`src/rtl/id_ex_stage.sv`:
```
// ID/EX pipeline register for the mips_16 core: captures decoded operands, drives the ALU
// inputs and flags load-use hazards. Define ID_EX_FORWARD_EN to enable EX/MEM and MEM/WB forwarding.
module id_ex_stage #(
   parameter int unsigned DW  = 16,
   parameter int unsigned RAW = 3,
   parameter int unsigned CW  = 3
) (
   input  logic           clk,
   input  logic           rst_n,
   input  logic           stall,
   input  logic           flush,
   input  logic           id_valid,
   input  logic [RAW-1:0] id_rs1,
   input  logic [RAW-1:0] id_rs2,
   input  logic [DW-1:0]  id_rs1_data,
   input  logic [DW-1:0]  id_rs2_data,
   input  logic [DW-1:0]  id_imm,
   input  logic           id_use_imm,
   input  logic [CW-1:0]  id_cmd,
   input  logic           id_mem_read,
   input  logic           id_wb_en,
   input  logic [RAW-1:0] id_wb_dest,
   input  logic           exmem_wb_en,
   input  logic [RAW-1:0] exmem_dest,
   input  logic [DW-1:0]  exmem_result,
   input  logic           memwb_wb_en,
   input  logic [RAW-1:0] memwb_dest,
   input  logic [DW-1:0]  memwb_result,
   output logic [DW-1:0]  alu_a,
   output logic [DW-1:0]  alu_b,
   output logic [CW-1:0]  alu_cmd,
   output logic           ex_valid,
   output logic           ex_mem_read,
   output logic           ex_wb_en,
   output logic [RAW-1:0] ex_wb_dest,
   output logic [DW-1:0]  ex_rs2_fwd,
   output logic           load_use_stall
);

   localparam logic [CW-1:0] ALU_NC = CW'(0);

   logic           r_valid;
   logic [RAW-1:0] r_rs1;
   logic [RAW-1:0] r_rs2;
   logic [DW-1:0]  r_rs1_data;
   logic [DW-1:0]  r_rs2_data;
   logic [DW-1:0]  r_imm;
   logic           r_use_imm;
   logic [CW-1:0]  r_cmd;
   logic           r_mem_read;
   logic           r_wb_en;
   logic [RAW-1:0] r_wb_dest;

   logic [DW-1:0]  w_rs1_fwd;
   logic [DW-1:0]  w_rs2_fwd;

   // Stage register: flush beats stall; an invalid decode slot is captured as a bubble.
   always_ff @(posedge clk or negedge rst_n) begin
      if (!rst_n) begin
         r_valid    <= 1'b0;
         r_rs1      <= '0;
         r_rs2      <= '0;
         r_rs1_data <= '0;
         r_rs2_data <= '0;
         r_imm      <= '0;
         r_use_imm  <= 1'b0;
         r_cmd      <= ALU_NC;
         r_mem_read <= 1'b0;
         r_wb_en    <= 1'b0;
         r_wb_dest  <= '0;
      end else if (flush) begin
         r_valid    <= 1'b0;
         r_cmd      <= ALU_NC;
         r_mem_read <= 1'b0;
         r_wb_en    <= 1'b0;
      end else if (!stall) begin
         r_valid    <= id_valid;
         r_rs1      <= id_rs1;
         r_rs2      <= id_rs2;
         r_rs1_data <= id_rs1_data;
         r_rs2_data <= id_rs2_data;
         r_imm      <= id_imm;
         r_use_imm  <= id_use_imm;
         r_cmd      <= id_valid ? id_cmd : ALU_NC;
         r_mem_read <= id_valid & id_mem_read;
         r_wb_en    <= id_valid & id_wb_en;
         r_wb_dest  <= id_wb_dest;
      end
   end

`ifdef ID_EX_FORWARD_EN
   logic w_rs1_hit_ex;
   logic w_rs1_hit_wb;
   logic w_rs2_hit_ex;
   logic w_rs2_hit_wb;

   // R0 never forwards; the younger EX/MEM result wins over MEM/WB.
   assign w_rs1_hit_ex = exmem_wb_en && (exmem_dest == r_rs1) && (r_rs1 != '0);
   assign w_rs1_hit_wb = memwb_wb_en && (memwb_dest == r_rs1) && (r_rs1 != '0);
   assign w_rs2_hit_ex = exmem_wb_en && (exmem_dest == r_rs2) && (r_rs2 != '0);
   assign w_rs2_hit_wb = memwb_wb_en && (memwb_dest == r_rs2) && (r_rs2 != '0);

   assign w_rs1_fwd = w_rs1_hit_ex ? exmem_result :
                      w_rs1_hit_wb ? memwb_result : r_rs1_data;
   assign w_rs2_fwd = w_rs2_hit_ex ? exmem_result :
                      w_rs2_hit_wb ? memwb_result : r_rs2_data;
`else
   logic w_unused;

   // Without forwarding the hazard unit resolves every RAW dependency by stalling.
   assign w_rs1_fwd = r_rs1_data;
   assign w_rs2_fwd = r_rs2_data;
   assign w_unused  = ^{exmem_wb_en, exmem_dest, exmem_result,
                        memwb_wb_en, memwb_dest, memwb_result, r_rs1, r_rs2};
`endif

   assign alu_a       = w_rs1_fwd;
   assign alu_b       = r_use_imm ? r_imm : w_rs2_fwd;
   assign ex_rs2_fwd  = w_rs2_fwd;
   assign alu_cmd     = r_cmd;
   assign ex_valid    = r_valid;
   assign ex_mem_read = r_mem_read;
   assign ex_wb_en    = r_wb_en;
   assign ex_wb_dest  = r_wb_dest;

   // A load in EX cannot feed the instruction in ID without one bubble.
   assign load_use_stall = id_valid && r_valid && r_mem_read && (r_wb_dest != '0) &&
                           ((id_rs1 == r_wb_dest) || (!id_use_imm && (id_rs2 == r_wb_dest)));

endmodule
```
`config.mk`:
```
export PLATFORM = sky130hd
export DESIGN_NAME = id_ex_stage
export DESIGN_NICKNAME = d
export VERILOG_FILES = /design/src/rtl/id_ex_stage.sv
export SDC_FILE = /design/constraint.sdc
export NUM_CORES = 1
export LEC_CHECK = 0
export ABC_AREA = 1
export CAP_MARGIN = 40
export CORE_UTILIZATION = 32
export CTS_CLUSTER_DIAMETER = 100
export DETAILED_ROUTE_END_ITERATION = 7
export PLACE_DENSITY = 0.76
export SYNTH_ARGS = -nofsm -noshare
export SYNTH_HDL_FRONTEND = slang
export SYNTH_SLANG_ARGS = --single-unit
```
`constraint.sdc`:
```
create_clock -name clk -period 1 [get_ports clk]
set_clock_uncertainty 0.05 [all_clocks]
set_input_delay 0.2 -clock clk [delete_from_list [all_inputs] [get_ports clk]]
set_output_delay 0.2 -clock clk [all_outputs]
set_load 0.02 [all_outputs]
```
Fig. 1: wire density map
(4 px per um) 18 x 18 tiles, from dark purple (low) to yellow (high), scaled to the fullest tile. Values are wire area over tile area, all layers added.
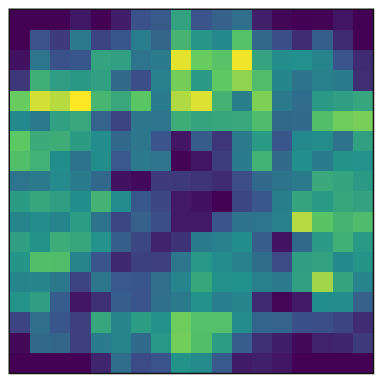
- densest ninth of the die: top middle
- mean over tiles: 0.15
- fullest tile: 0.38
- emptiest ninth of the die: middle
GRT Util Overall: 0.195
Detailed Route WL: 7680 um
DR WL/cell: 14.5 um
vias after detailed routing: 2418

Fig. 2: cells coloured by class
(4 px per um)
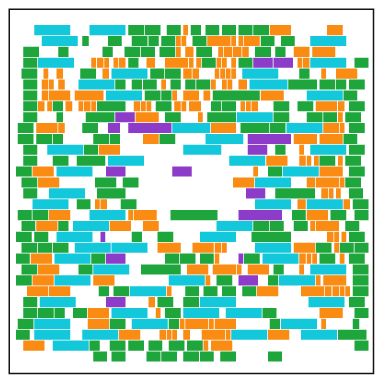
- purple: clock drivers and dummy loads (cells 16; share of their area 4.8%)
- cyan: sequential cells (cells 58; share of their area 28%)
- orange: combinational and other logic (cells 172; share of their area 27%)
- green: remaining buffers and delay cells (cells 185; share of their area 40%)

Fig. 3: met3 routing
(4 px per um) Cells faint in the background.
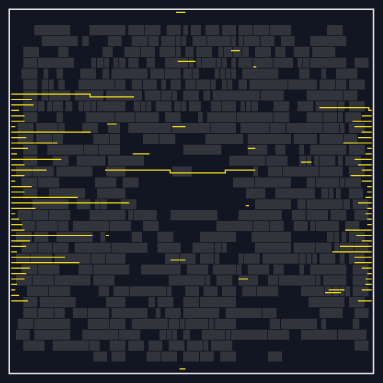
- longest straight run: 29.2 um
- share of all routed wire: 5.8%
- main direction: horizontal
- wire length on this layer: 448 um

==> CHANGELOG.md <==
### Implementation results

- Status: finished, violations left
- Failing checks: setup timing
- Met1 usage: 0.231
- CP Data Required Time: 0.75 ns
- Metal-1 WL: 3180 um
- R2R Setup Slk: -0.06 ns
- FF-to-FF path depth: 4
- Init Core Util: 0.338
- Layout clock area frac: 0.0465
- Placed wire-length estimate: 4910 um
- Placed inst area: 4460 um2
- Initial drt markers: 87
- Max-cap violations: 0
- Hold Path Origin: flush
- Comb area leader: multiplexers
- Final WS setup: -0.640 ns
- Layout net count: 534
- Hold depth: 4
- Yosys stat area: 2520 um2
- Tot Pwr: 0.00875 W
- Worst-Skew Late Latency: 0.32 ns
- First-pass GRT wire length: 12400 um
- Setup violators final: 59
- DR top layer: met4
- VDD IR max: 829 uV
- Seq share, synth: 0.576
Power figures rest on the tool's default switching activity, not on a simulated workload.
